--- src/rtl/stopwatch_pkg.sv ---
// Shared types and constants for the stopwatch display path: conversion FSM
// states, digit index type and active-low 7-segment encodings.
package stopwatch_pkg;

    typedef enum logic [2:0] {
        IDLE    = 3'd0,
        LOAD    = 3'd1,
        DIV_SEC = 3'd2,
        DIV_MIN = 3'd3,
        COMMIT  = 3'd4
    } disp_state_t;

    typedef logic [1:0] digit_idx_t;

    localparam logic [6:0] SEG7_BLANK = 7'h7F;

    // Active-low {g,f,e,d,c,b,a} patterns for digits 0..9.
    localparam logic [6:0] SEG7_LUT [10] = '{
        7'b1000000,
        7'b1111001,
        7'b0100100,
        7'b0110000,
        7'b0011001,
        7'b0010010,
        7'b0000010,
        7'b1111000,
        7'b0000000,
        7'b0010000
    };

endpackage

--- src/rtl/bcd_to_seg7.sv ---
// Combinational BCD digit to active-low 7-segment pattern; non-decimal codes
// produce a dark digit.
module bcd_to_seg7
    import stopwatch_pkg::*;
(
    input  logic [3:0] bcd,
    output logic [6:0] seg
);

    always_comb begin
        seg = SEG7_BLANK;
        if (bcd <= 4'd9) begin
            seg = SEG7_LUT[bcd];
        end
    end

endmodule

--- src/rtl/time_display.sv ---
// MM.SS display driver: snapshots the time bus once per scan frame, converts it
// to BCD by repeated subtraction, and multiplexes four common-anode digits.
module time_display
    import stopwatch_pkg::*;
#(
    parameter int SCAN_DIV   = 100000,
    parameter bit BLANK_LEAD = 1'b1
) (
    input  logic       clk_high_speed,
    input  logic       rst_n,
    input  logic [5:0] time_min,
    input  logic [5:0] time_sec,
    output logic [3:0] an,
    output logic [6:0] seg,
    output logic       dp
);

    localparam int PW = (SCAN_DIV > 1) ? $clog2(SCAN_DIV) : 1;
    localparam logic [PW-1:0] PCNT_LAST = PW'(SCAN_DIV - 1);

    logic [PW-1:0] pcnt;
    logic          tick;
    digit_idx_t    idx;

    disp_state_t state;
    disp_state_t state_next;

    logic [5:0] rem_sec;
    logic [5:0] rem_min;
    logic [2:0] tens_sec;
    logic [2:0] tens_min;

    logic [3:0] buf_sec_ones;
    logic [2:0] buf_sec_tens;
    logic [3:0] buf_min_ones;
    logic [2:0] buf_min_tens;

    logic [3:0] sel_digit;
    logic       sel_blank;
    logic [6:0] sel_seg;

    assign tick = (pcnt == PCNT_LAST);

    always_ff @(posedge clk_high_speed or negedge rst_n) begin
        if (!rst_n) begin
            pcnt <= '0;
            idx  <= '0;
        end else begin
            pcnt <= tick ? '0 : pcnt + PW'(1);
            if (tick) begin
                idx <= idx + 2'd1;
            end
        end
    end

    always_comb begin
        sel_digit = buf_sec_ones;
        case (idx)
            2'd0:    sel_digit = buf_sec_ones;
            2'd1:    sel_digit = {1'b0, buf_sec_tens};
            2'd2:    sel_digit = buf_min_ones;
            default: sel_digit = {1'b0, buf_min_tens};
        endcase
    end

    assign sel_blank = BLANK_LEAD && (idx == 2'd3) && (buf_min_tens == 3'd0);

    bcd_to_seg7 u_bcd_to_seg7 (
        .bcd (sel_digit),
        .seg (sel_seg)
    );

    // Outputs change only on tick, so each digit is held steady for a full slot.
    always_ff @(posedge clk_high_speed or negedge rst_n) begin
        if (!rst_n) begin
            an  <= 4'hF;
            seg <= SEG7_BLANK;
            dp  <= 1'b1;
        end else if (tick) begin
            if (sel_blank) begin
                an  <= 4'hF;
                seg <= SEG7_BLANK;
                dp  <= 1'b1;
            end else begin
                an  <= ~(4'b0001 << idx);
                seg <= sel_seg;
                dp  <= (idx != 2'd2);
            end
        end
    end

    always_ff @(posedge clk_high_speed or negedge rst_n) begin
        if (!rst_n) begin
            state <= IDLE;
        end else begin
            state <= state_next;
        end
    end

    always_comb begin
        state_next = state;
        case (state)
            IDLE:    if (tick && idx == 2'd3) state_next = LOAD;
            LOAD:    state_next = DIV_SEC;
            DIV_SEC: if (rem_sec < 6'd10) state_next = DIV_MIN;
            DIV_MIN: if (rem_min < 6'd10) state_next = COMMIT;
            COMMIT:  state_next = IDLE;
            default: state_next = IDLE;
        endcase
    end

    // Snapshot happens at the end of the last slot; the buffer is written in
    // one cycle so a frame never mixes digits from two different snapshots.
    always_ff @(posedge clk_high_speed or negedge rst_n) begin
        if (!rst_n) begin
            rem_sec      <= '0;
            rem_min      <= '0;
            tens_sec     <= '0;
            tens_min     <= '0;
            buf_sec_ones <= '0;
            buf_sec_tens <= '0;
            buf_min_ones <= '0;
            buf_min_tens <= '0;
        end else begin
            case (state)
                LOAD: begin
                    rem_sec  <= time_sec;
                    rem_min  <= time_min;
                    tens_sec <= '0;
                    tens_min <= '0;
                end
                DIV_SEC: begin
                    if (rem_sec >= 6'd10) begin
                        rem_sec  <= rem_sec - 6'd10;
                        tens_sec <= tens_sec + 3'd1;
                    end
                end
                DIV_MIN: begin
                    if (rem_min >= 6'd10) begin
                        rem_min  <= rem_min - 6'd10;
                        tens_min <= tens_min + 3'd1;
                    end
                end
                COMMIT: begin
                    buf_sec_ones <= rem_sec[3:0];
                    buf_sec_tens <= tens_sec;
                    buf_min_ones <= rem_min[3:0];
                    buf_min_tens <= tens_min;
                end
                default: ;
            endcase
        end
    end

endmodule

--- config.mk ---
export PLATFORM = sky130hd
export DESIGN_NAME = time_display
export DESIGN_NICKNAME = d
export VERILOG_FILES = /design/src/rtl/stopwatch_pkg.sv /design/src/rtl/bcd_to_seg7.sv /design/src/rtl/time_display.sv
export SDC_FILE = /design/constraint.sdc
export NUM_CORES = 1
export LEC_CHECK = 0
export CORE_ASPECT_RATIO = 0.5
export CORE_MARGIN = 1
export CORE_UTILIZATION = 50
export CTS_CLUSTER_SIZE = 12
export DETAILED_ROUTE_END_ITERATION = 8
export PLACE_DENSITY = 0.7
export SYNTH_ARGS = -nofsm -noshare
export SYNTH_HDL_FRONTEND = slang
export SYNTH_SLANG_ARGS = --single-unit
--- constraint.sdc ---
create_clock -name clk_high_speed -period 5.7 [get_ports clk_high_speed]
set_input_delay 1.71 -clock clk_high_speed [delete_from_list [all_inputs] [get_ports clk_high_speed]]
set_output_delay 1.71 -clock clk_high_speed [all_outputs]
set_load 0.005 [all_outputs]
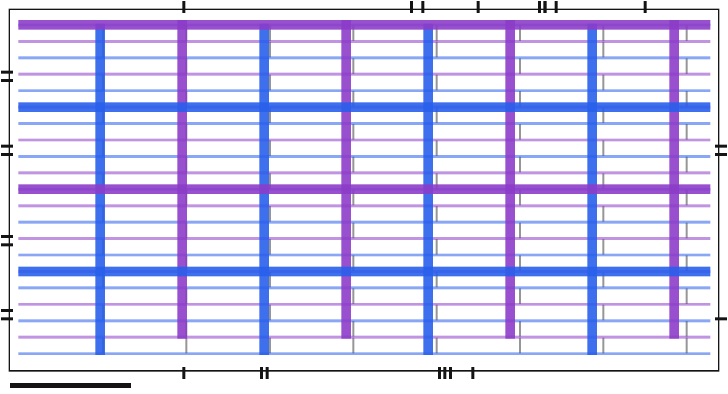
power_grid.png
The bar under the picture is 20 um long. Pins as bars on the die edge. Tap cells in gray.
Key: VSS = blue; VDD = purple
The core has 20 rows. 26 signal pins sit on the boundary. 8 straps on met4.

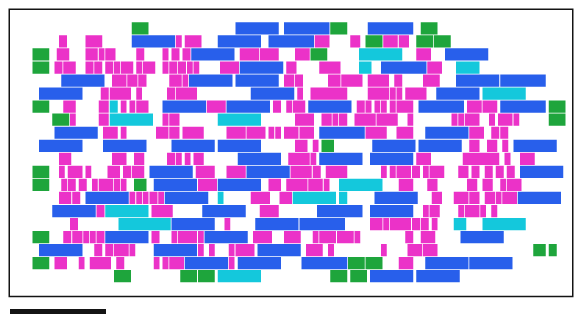
placement_by_type.png
The bar under the picture is 20 um long.
Key: combinational and other logic = magenta [cells 240, share of their area 42%]; flops = blue [cells 65, share of their area 43%]; clock drivers and dummy loads = cyan [cells 16, share of their area 7.8%]; other buffers and delay cells = green [cells 28, share of their area 7.0%]
Util after Layout: 0.631
Placement Rows: 20
fin area: 3930 um^2

==> out/metrics.cfg <==
[worst_hold_path]
hold_depth=2
min_to=an[0]$_DFFE_PN1N_
min_from=an[0]$_DFFE_PN1N_

[global_routing]
grtUsageMet2=0.336
grt_pass1_wl_um=11100
grt-busiest-layer=met2
grt_remaining_overflow=0
grt_use_total=0.217
antenna_found_initial=0

[synthesis]
synthFlopType=dfrtp_1
synth.largest_area_cell=dfrtp_1
async_reset_ff_frac=1.00
synth.mux.area_fraction=0.0751
yosys_area_um2=3320
netlist_area_um2=3320
ys_warn_count=0
synthSimpleGateAreaFrac=0.155
post-synth-top-count-cell=dfrtp_1
ys_sh_xor=0.0449
yosys-top-cells-count=dfrtp_1, nor2_1, nand2_1, ha_1
area_leaders=dfrtp_1, dfstp_2, ha_1, mux2_2, nor2_1
yosysSeqAreaShare=0.495
edf_count=0

[clocking]
cts.path.max_buffers=2
worstSkewPairLatency_ns=0.33
cts_buffers=9
cts_setup_buffers=0
htreeDepth=3
hold_buffers=0
path_clk_slew_ns=0.05
cts_sinks=65

[sta]
holdWs_ns=0.465
max_freq_ghz=0.325
finalHoldViolCount=0
rsz0062_at_grt=no
slew_headroom=0.314
setup_tns_ns=0
timing.final.crit_period_ns=3.07
period_used_share=0.539
fin_worst_skew_ns=0.00625
layout_setup_ws_ns=2.63

[die]
floorplan.core_util=0.532
fp.coreArea_um2=6230
die_w_um=117
design.portCount=26
fp.dieH_um=59.6

[placement]
io_buffers=25
hpwl_um=4340
dp_cells=421
dp_worst_setup_slack_ns=2.97

[power_and_ir_drop]
finalPower_uw=1020
power_frac_clock=0.529
switching_share=0.200
seq_power_share=0.453
pg_comb_uw=19.0
power.leakage_uw=0.00174

[layout]
drive_gt1_frac=0.155
area_delta_synth_final_pct=18.6
mostFrequentLayoutCells=dfrtp_1, nor2_1, nand2_1
final_cells=437

[routing]
wl_met3_um=185
drt_iter0_markers=173
wl_met2_um=2870
firstDrtPassIters=5
wl_per_cell_um=14.3

[worst_setup_path]
path_cells=clkdlybuf4s50_1
endpoint_kind=output pin
path_buffers=1
ff2ff_setup_slack_ns=2.99
worstPathMaxFanout=2

[flow_run]
drv_cap=0

[status]
outcome=finished clean

## state kept, by name, summed over array words and instances, names as in the netlist
signal	flops
pcnt	17
buf_min_ones	4
rem_sec	6
state	3
tens_min	3
buf_min_tens	3
an	4
tens_sec	3
seg	7
idx	2
rem_min	6
buf_sec_tens	3
buf_sec_ones	4
## layout make-up
cell class | instances | area, um^2
repair buffers | 28 | 268
clock inverters | 5 | 55.1
clock buffers | 11 | 243
multi-input cells | 225 | 1560
flip-flops and latches | 65 | 1640
fillers | 509 | 2300
well taps | 88 | 110
inverters | 15 | 56.3
